### src/rtl/reg_scoreboard.sv
// Register scoreboard for an in-order pipeline.
// Tracks one pending-write bit per architectural register, stalls decode on
// RAW/WAW hazards against those bits, and lets a same-cycle writeback release
// the hazard immediately (the register file writes through to the read port).
// A flush from execute cancels the pending bit of the instruction issued in
// the previous cycle. Also reports the number of pending registers and a
// saturating count of stalled cycles.
//
// Handshake: decode presents i_Issue_D with its operands; the instruction is
// accepted on a rising edge where i_Issue_D=1 and o_Stall_D=0, otherwise decode
// must hold it. Writeback and flush are single-cycle pulses, no back-pressure.
module reg_scoreboard #(
  parameter int Address_Width  = 5,
  parameter int Reg_file_Depth = 32,
  parameter int CNT_Width      = 16
) (
  input  logic                      clk,
  input  logic                      rst,
  input  logic                      i_Issue_D,
  input  logic [Address_Width-1:0]  i_RS1_D,
  input  logic [Address_Width-1:0]  i_RS2_D,
  input  logic                      i_Use1_D,
  input  logic                      i_Use2_D,
  input  logic [Address_Width-1:0]  i_Rd_D,
  input  logic                      i_RegWrite_D,
  input  logic                      i_RegWrite_W,
  input  logic [Address_Width-1:0]  i_A3_W,
  input  logic                      i_Flush_E,
  output logic                      o_Stall_D,
  output logic [Reg_file_Depth-1:0] o_Busy,
  output logic [Address_Width:0]    o_Pending,
  output logic [CNT_Width-1:0]      o_StallCnt
);

  localparam int PW = Address_Width + 1;

  logic [Reg_file_Depth-1:0] busy_q, busy_d;
  logic [Reg_file_Depth-1:0] clr;
  logic [Reg_file_Depth-1:0] eb;
  logic [PW-1:0]             pend_q, pend_d;
  logic [CNT_Width-1:0]      cnt_q, cnt_d;
  logic [Address_Width-1:0]  last_rd_q, last_rd_d;
  logic                      last_vld_q, last_vld_d;
  logic                      haz1, haz2, haz3;
  logic                      stall;
  logic                      issue_set;

  // Writeback clear mask; x0 never holds a pending bit so it is never cleared.
  always_comb begin
    clr = '0;
    if (i_RegWrite_W && (i_A3_W != '0)) clr[i_A3_W] = 1'b1;
  end

  assign eb = busy_q & ~clr;

  // Hazard detection: RAW on both sources, WAW on the destination, x0 exempt.
  always_comb begin
    haz1  = i_Use1_D     && (i_RS1_D != '0) && eb[i_RS1_D];
    haz2  = i_Use2_D     && (i_RS2_D != '0) && eb[i_RS2_D];
    haz3  = i_RegWrite_D && (i_Rd_D  != '0) && eb[i_Rd_D];
    stall = rst && i_Issue_D && (haz1 || haz2 || haz3);
    issue_set = i_Issue_D && !stall && i_RegWrite_D && (i_Rd_D != '0);
  end

  assign o_Stall_D = stall;

  // Next busy bitmap: clear on writeback, then flush, then set on issue (set wins).
  always_comb begin
    busy_d = busy_q & ~clr;
    if (i_Flush_E && last_vld_q) busy_d[last_rd_q] = 1'b0;
    if (issue_set) busy_d[i_Rd_D] = 1'b1;
    busy_d[0] = 1'b0;
  end

  // Population count of the next bitmap so the count registers alongside it.
  always_comb begin
    pend_d = '0;
    for (int i = 0; i < Reg_file_Depth; i++) begin
      pend_d = pend_d + PW'(busy_d[i]);
    end
  end

  // Remember the destination of this cycle's issue for a possible flush next cycle.
  always_comb begin
    last_vld_d = issue_set;
    last_rd_d  = i_Rd_D;
  end

  // Saturating stall-cycle counter.
  always_comb begin
    cnt_d = cnt_q;
    if (stall && (cnt_q != '1)) cnt_d = cnt_q + CNT_Width'(1);
  end

  // State registers with synchronous active-low reset.
  always_ff @(posedge clk) begin
    if (!rst) begin
      busy_q     <= '0;
      pend_q     <= '0;
      cnt_q      <= '0;
      last_rd_q  <= '0;
      last_vld_q <= 1'b0;
    end else begin
      busy_q     <= busy_d;
      pend_q     <= pend_d;
      cnt_q      <= cnt_d;
      last_rd_q  <= last_rd_d;
      last_vld_q <= last_vld_d;
    end
  end

  assign o_Busy     = busy_q;
  assign o_Pending  = pend_q;
  assign o_StallCnt = cnt_q;

endmodule

### config.mk
export PLATFORM = sky130hd
export DESIGN_NAME = reg_scoreboard
export DESIGN_NICKNAME = d
export VERILOG_FILES = /design/src/rtl/reg_scoreboard.sv
export SDC_FILE = /design/constraint.sdc
export NUM_CORES = 1
export LEC_CHECK = 0
export CELL_PAD_IN_SITES_DETAIL_PLACEMENT = 1
export CELL_PAD_IN_SITES_GLOBAL_PLACEMENT = 1
export CORE_MARGIN = 1
export CORE_UTILIZATION = 37
export CTS_BUF_LIST = sky130_fd_sc_hd__clkbuf_8
export DETAILED_ROUTE_END_ITERATION = 12
export GPL_TIMING_DRIVEN = 0
export PLACE_DENSITY = 0.89
export SYNTH_ARGS = -nofsm -noshare
export SYNTH_HDL_FRONTEND = slang
export SYNTH_SLANG_ARGS = --single-unit
export TNS_END_PERCENT = 5
### constraint.sdc
create_clock -name clk -period 7.85 [get_ports clk]
set_input_delay 1.57 -clock clk [delete_from_list [all_inputs] [get_ports clk]]
set_output_delay 1.57 -clock clk [all_outputs]
set_load 0.01 [all_outputs]
Run 1, signal wires on met4:
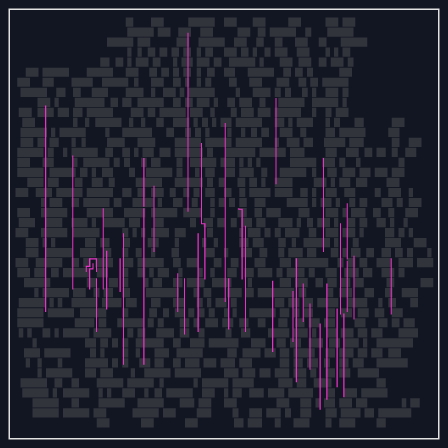
The layer holds 3.8% of the routed length. The layer carries 851 um of wire. The wires run mostly vertical.

Run 1, wiring heat map:
23 x 23 tiles, from dark blue (low) to red (high), scaled to the fullest tile. Values are wire area over tile area, all layers added.
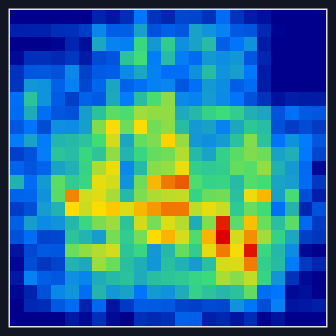
The emptiest ninth of the die: top right. The densest ninth of the die: middle. 22% of the tiles are over half the peak.

Run 1, the clock network:
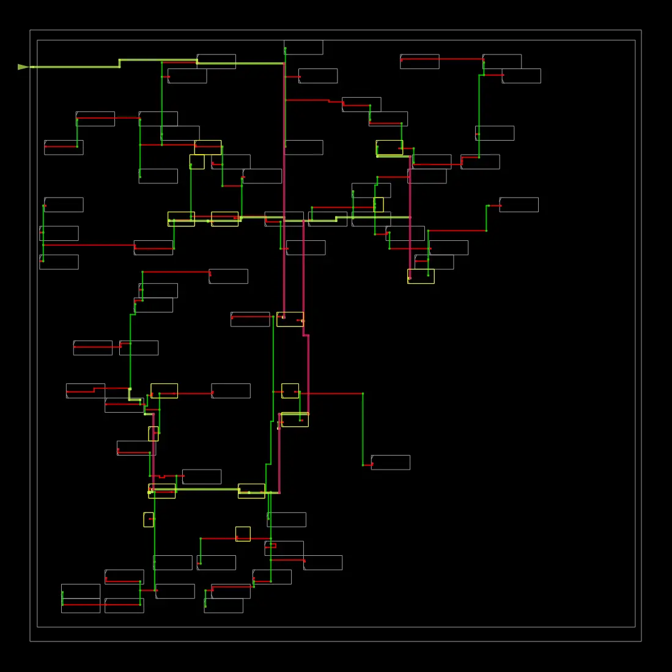
Fin Clk Skew: 7.94 ps
TritonCTS Buffers: 9
clock buffer count: 10
Seq cells: 59
P_clk: 0.264 mW

==> impl_metrics.tcl, run 1 <==
# flow metrics
set metrics [dict create \
    status "finished, violations left" \
    failed_checks "setup timing" \
    drive_gt1_frac 0.248 \
    grt_remaining_overflow 0 \
    routed_wl_um 22600 \
    async_flop_share 0 \
    ant_nets 0 \
    setup_viol 5 \
    top_cell_area_share 0.245 \
    clkCellAreaFrac 0.0255 \
    top_cells_by_count "59 x dfxtp_1, 46 x nor2_1, 39 x a21oi_1, 36 x nand2_1, 29 x o21ai_0" \
    rsz0062_at_grt "true" \
    antennaDiodeCount 0 \
    hold_violations 0 \
    path_common_cell "fa_1" \
    final_cells 897 \
    yosys-stat-area_um2 4820 \
    drt_iter0_markers 439 \
    reg2reg_slack_ps 610 \
    fin_crit_ps 8400 \
    rr_endpoint "o_Pending[4]$_SDFF_PN0_" \
    synth_top_cell_by_count "dfxtp_1" \
    fp_nets 647 \
    hold_depth 1 \
    sh_comb_area 0.543 \
    setup_ws_ps -546 \
    warnings 29 \
    syn_avg_cell_area_um2 8.20 \
    dp_cells 839 \
    gp_congestion 0.960 \
    syn_inst 588 \
]
==> run 1: layout by cell type, fill, tap and decap left out, drive strengths merged, types with 4 or more instances in the layout <==
cell           synthesis  routed
a21oi                 39      39
or3                    4       4
o2111ai               12      12
o211ai                 8       8
nand4                 13      13
nand2b                16      16
clkbuf                22      30
a21boi                 4       4
nor3b                  5       5
nor3                  10      10
and3                  15      15
fa                    23      23
dlygate4sd2            0       4
dfxtp                 59      59
clkdlybuf4s15          0       4
a31oi                 18      18
clkdlybuf4s50          0      60
mux2i                 25      25
nor2                  46      46
xor2                   4       4
a31o                  10      10
ha                     8       8
inv                   27      28
nand4b                 4       4
o21ai                 35      35
nand3b                 4       4
nand3                 20      20
and4b                  4       4
and2                  25      25
nor2b                 14      14
a21o                   4       4
buf                   17      68
nand2                 36      36
dlymetal6s2s           0       4
==> run 1: registers in the layout, indices dropped and copies added (netlist names) <==
name,cells
o_StallCnt,16
o_Pending,6
o_Busy,31
last_rd_q,5
last_vld_q,1
==> run 1: worst max-delay path by stage <==
stage | startpoint | endpoint | slack (ps)
floorplan | i_RegWrite_W | o_Pending[4]$_SDFF_PN0_ | -20
detailed placement | i_RegWrite_W | o_Pending[4]$_SDFF_PN0_ | -1790
finish | i_RegWrite_W | o_Pending[4]$_SDFF_PN0_ | -550
global route | i_RegWrite_W | o_Pending[4]$_SDFF_PN0_ | -750
global placement | i_RegWrite_W | o_Pending[4]$_SDFF_PN0_ | -1790
CTS | i_RS2_D[3] | o_Pending[4]$_SDFF_PN0_ | -530
==> run 1: per-layer routing <==
layer	routed length [um]	GRT usage	vias up
li1	-	-	2434
met1	9680	0.461	2815
met2	10300	0.544	302
met3	1740	0.0732	80
met4	850	0.121	0
met5	0	0	-
==> run 1: kinds of logic (layout without fill, tap and decap cells) <==
group                      Yosys count  in the layout  share of synthesized area
buffers and inverters               66            203                     0.0589
muxes                               29             29                     0.0659
xor gates and xnor gates             6              6                     0.0109
AOI/OAI and AO/OA                  161            161                      0.225
DFF                                 59             59                      0.245
adders and majority gates           31             31                      0.116
other                                1              1                   0.000777
and+or+nand+nor                    235            235                      0.278
==> run 1: per-stage QoR <==
step	setup slack [ps]	area (um2)	power (mW)	TNS, ps	hold WS, ps
CTS	-531	6670	0.737	-1490	505
detailed placement	-1790	5920	0.455	-8810	487
floorplan	-24.1	4910	0.395	-24.1	490
finish	-546	6920	0.753	-1830	496
global route	-749	6920	0.781	-2790	534
global placement	-1790	5920	0.451	-8850	467
==> run 1: report_power, final <==
group          internal, mW  total (mW)  switching (mW)
Combinational        0.0754       0.180           0.105
Sequential            0.304       0.309         0.00532
Clock                 0.122       0.264           0.142
Total                 0.502       0.753           0.252
==> run 1: worst reg2reg max path: stages, from the launching register on <==
cell	delay (ps)
dfxtp_1	510
mux4_2	300
o41ai_1	120
a221oi_2	320
nand4_1	140
or3_4	410
and4b_1	220
buf_6	140
buf_8	150
a31o_2	270
fa_1	510
fa_1	610
fa_1	460
fa_1	620
inv_2	50
fa_1	490
fa_1	490
inv_1	50
fa_2	360
fa_2	360
a21o_1	170
a21oi_2	130
xor2_1	160
nor2_1	60
==> inputs of run 2 (changes only) <==
--- a/config.mk
+++ b/config.mk
@@ -5,6 +5,7 @@
 export SDC_FILE = /design/constraint.sdc
 export NUM_CORES = 1
 export LEC_CHECK = 0
+export ABC_CLOCK_PERIOD_IN_PS = 7850
 export CELL_PAD_IN_SITES_DETAIL_PLACEMENT = 1
 export CELL_PAD_IN_SITES_GLOBAL_PLACEMENT = 1
 export CORE_MARGIN = 1
@@ -13,6 +14,7 @@
 export DETAILED_ROUTE_END_ITERATION = 12
 export GPL_TIMING_DRIVEN = 0
 export PLACE_DENSITY = 0.89
+export RECOVER_POWER = 25
 export SYNTH_ARGS = -nofsm -noshare
 export SYNTH_HDL_FRONTEND = slang
 export SYNTH_SLANG_ARGS = --single-unit
Run 2, placed cells, one color a class:
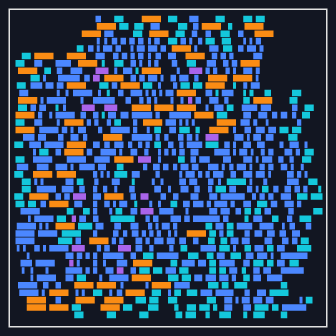
clock drivers and dummy loads: drawn in purple, cells 16, share of their area 2.6%. sequential cells: drawn in orange, cells 59, share of their area 18%. combinational and other logic: drawn in blue, cells 490, share of their area 58%. remaining buffers and delay cells: drawn in cyan, cells 160, share of their area 22%.

Run 2, the clock network:
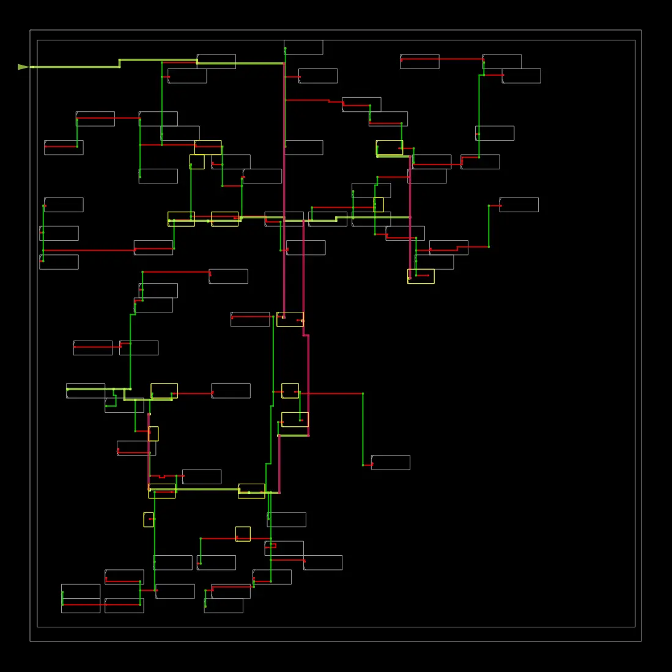
CTS sink count: 59
Fin Clk Skew: 7.84 ps
Clock Latency Late Sink: 360 ps

Run 2, signal wires on met4:
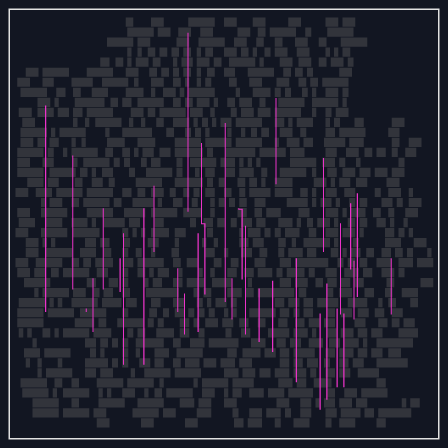
The wires run mostly vertical. The longest straight run is 55.8 um. The layer holds 3.5% of the routed length. The layer carries 793 um of wire.

==> impl_metrics.tcl, run 2 <==
# flow metrics
set metrics [dict create \
    syn_avg_cell_area_um2 8.20 \
    synth_top_cell_by_count "dfxtp_1" \
    power_mw 0.752 \
    async_flop_share 0 \
    setup_viol 5 \
    crit_arrival_ps 8630 \
    drive_gt1_frac 0.248 \
    fin_crit_ps 8410 \
    status "finished, violations left" \
    finish.instance_area_um2 6920 \
    core_area_um2 12700 \
    final_cells 897 \
    drt-vias-per-instance 6.30 \
    largest_area_cell "dfxtp_1" \
    hold_buffers 0 \
    grt_remaining_overflow 0 \
    rsz0062_at_grt "true" \
    layout_top_cell "dfxtp_1" \
    antennaDiodeCount 0 \
    top_cell_area_share 0.245 \
    ant_nets 0 \
    dp_cells 839 \
    pre_cts_ws_ps -1790 \
    yosys-stat-area_um2 4820 \
    critPathRequiredTime_ps 8070 \
    setup_ws_ps -556 \
    hp-class "register to register" \
    failed_checks "setup timing" \
    gp_congestion 0.960 \
    crit_type "primary input to register" \
    critPathCaptureType "register" \
    clk_pin_slew_ps 70 \
    grt_max_degree 12 \
    top_cells_by_count "59 x dfxtp_1, 46 x nor2_1, 39 x a21oi_1, 36 x nand2_1, 29 x o21ai_0" \
    yosys_warnings 0 \
    placed_cell_area_um2 5920 \
    hold_violations 0 \
    max_freq_mhz 119 \
    setup_tns_ps -1880 \
    largest_reg_flops 31 \
    fin_util 0.546 \
    numCtsBuffers 9 \
    fp_nets 647 \
    lay_top_cells "59 x dfxtp_1, 42 x nor2_1, 39 x buf_4" \
    routed_wl_um 22500 \
    syn_inst 588 \
    drt_iter0_markers 434 \
    antenna_found_initial 0 \
    holdWs_ps 493 \
    warnings 29 \
]
-- run 2: cell types whose count changed in the layout (fill, tap and decap cells not counted), sizes merged --
| cell | delta |
|---|---|
| clkdlybuf4s50 | -22 |
| dlygate4sd3 | +22 |
-- run 2: cells by family (layout without fill, tap and decap cells) --
group	after synthesis	after routing	share of synthesized area
other	1	1	0.000777
AND/OR/NAND/NOR	235	235	0.278
multiplexers	29	29	0.0659
flip-flops	59	59	0.245
adder cells (fa/ha/maj)	31	31	0.116
XOR/XNOR	6	6	0.0109
AND-OR/OR-AND	161	161	0.225
buffers and inverters	66	203	0.0589
-- run 2: final cells by class --
cell class	count	area, um2
clock buffers	10	138
flip-flops and latches	59	1180
repair buffers	124	1170
clock inverters	6	38.8
multi-input cells	463	3750
plain buffers	36	314
well taps	172	215
fillers	1482	5760
inverters	27	101
-- run 2: path summary, 6_finish.rpt --
path         cells past startpoint  slack (ps)                   startpoint                           to
max                             28        -560                 i_RegWrite_W      o_Pending[4]$_SDFF_PN0_
min                              1         490  o_StallCnt[15]$_SDFFE_PN0P_  o_StallCnt[15]$_SDFFE_PN0P_
min reg2reg                      1         490  o_StallCnt[15]$_SDFFE_PN0P_  o_StallCnt[15]$_SDFFE_PN0P_
max reg2reg                     23         600        o_Busy[27]$_SDFF_PN0_      o_Pending[4]$_SDFF_PN0_
-- run 2: repair_timing --
action / in CTS / in global routing
endpoints found under the setup margin: 6 / 6
gates resized: 151 / 36
setup buffers: 29 / 12
pin swaps: 25 / 22
gates cloned: 3 / 1
-- run 2: metal layers --
layer	up-vias	track usage	share of wire
met2	320	0.544	0.46
li1	2440	-	-
met5	-	0	0
met3	71	0.0732	0.084
met1	2816	0.461	0.42
met4	0	0.121	0.035
-- run 2: power breakdown --
part	switching (mW)	internal, mW	leakage (nW)
registers	0.00524	0.304	0.477
logic	0.104	0.0748	2.43
clock network	0.141	0.122	0.0885
total	0.251	0.501	3.00
-- run 2: critical path, stage by stage --
cell and delay (ps):
clkbuf_4 170, buf_4 170, nand4_1 160, buf_6 180, buf_12 120, o21ai_2 240
o2111ai_1 200, a2111o_1 480, nand3_2 80, and4b_1 200, buf_6 150, buf_12 140
a31oi_4 110, fa_1 600, inv_1 60, fa_1 560, fa_1 460, fa_1 620
inv_2 50, fa_1 490, fa_1 490, inv_1 50, fa_2 360, fa_2 360
a21o_1 170, a21oi_2 130, xor2_1 160, nor2_1 60
Power and IR drop assume default switching activity.
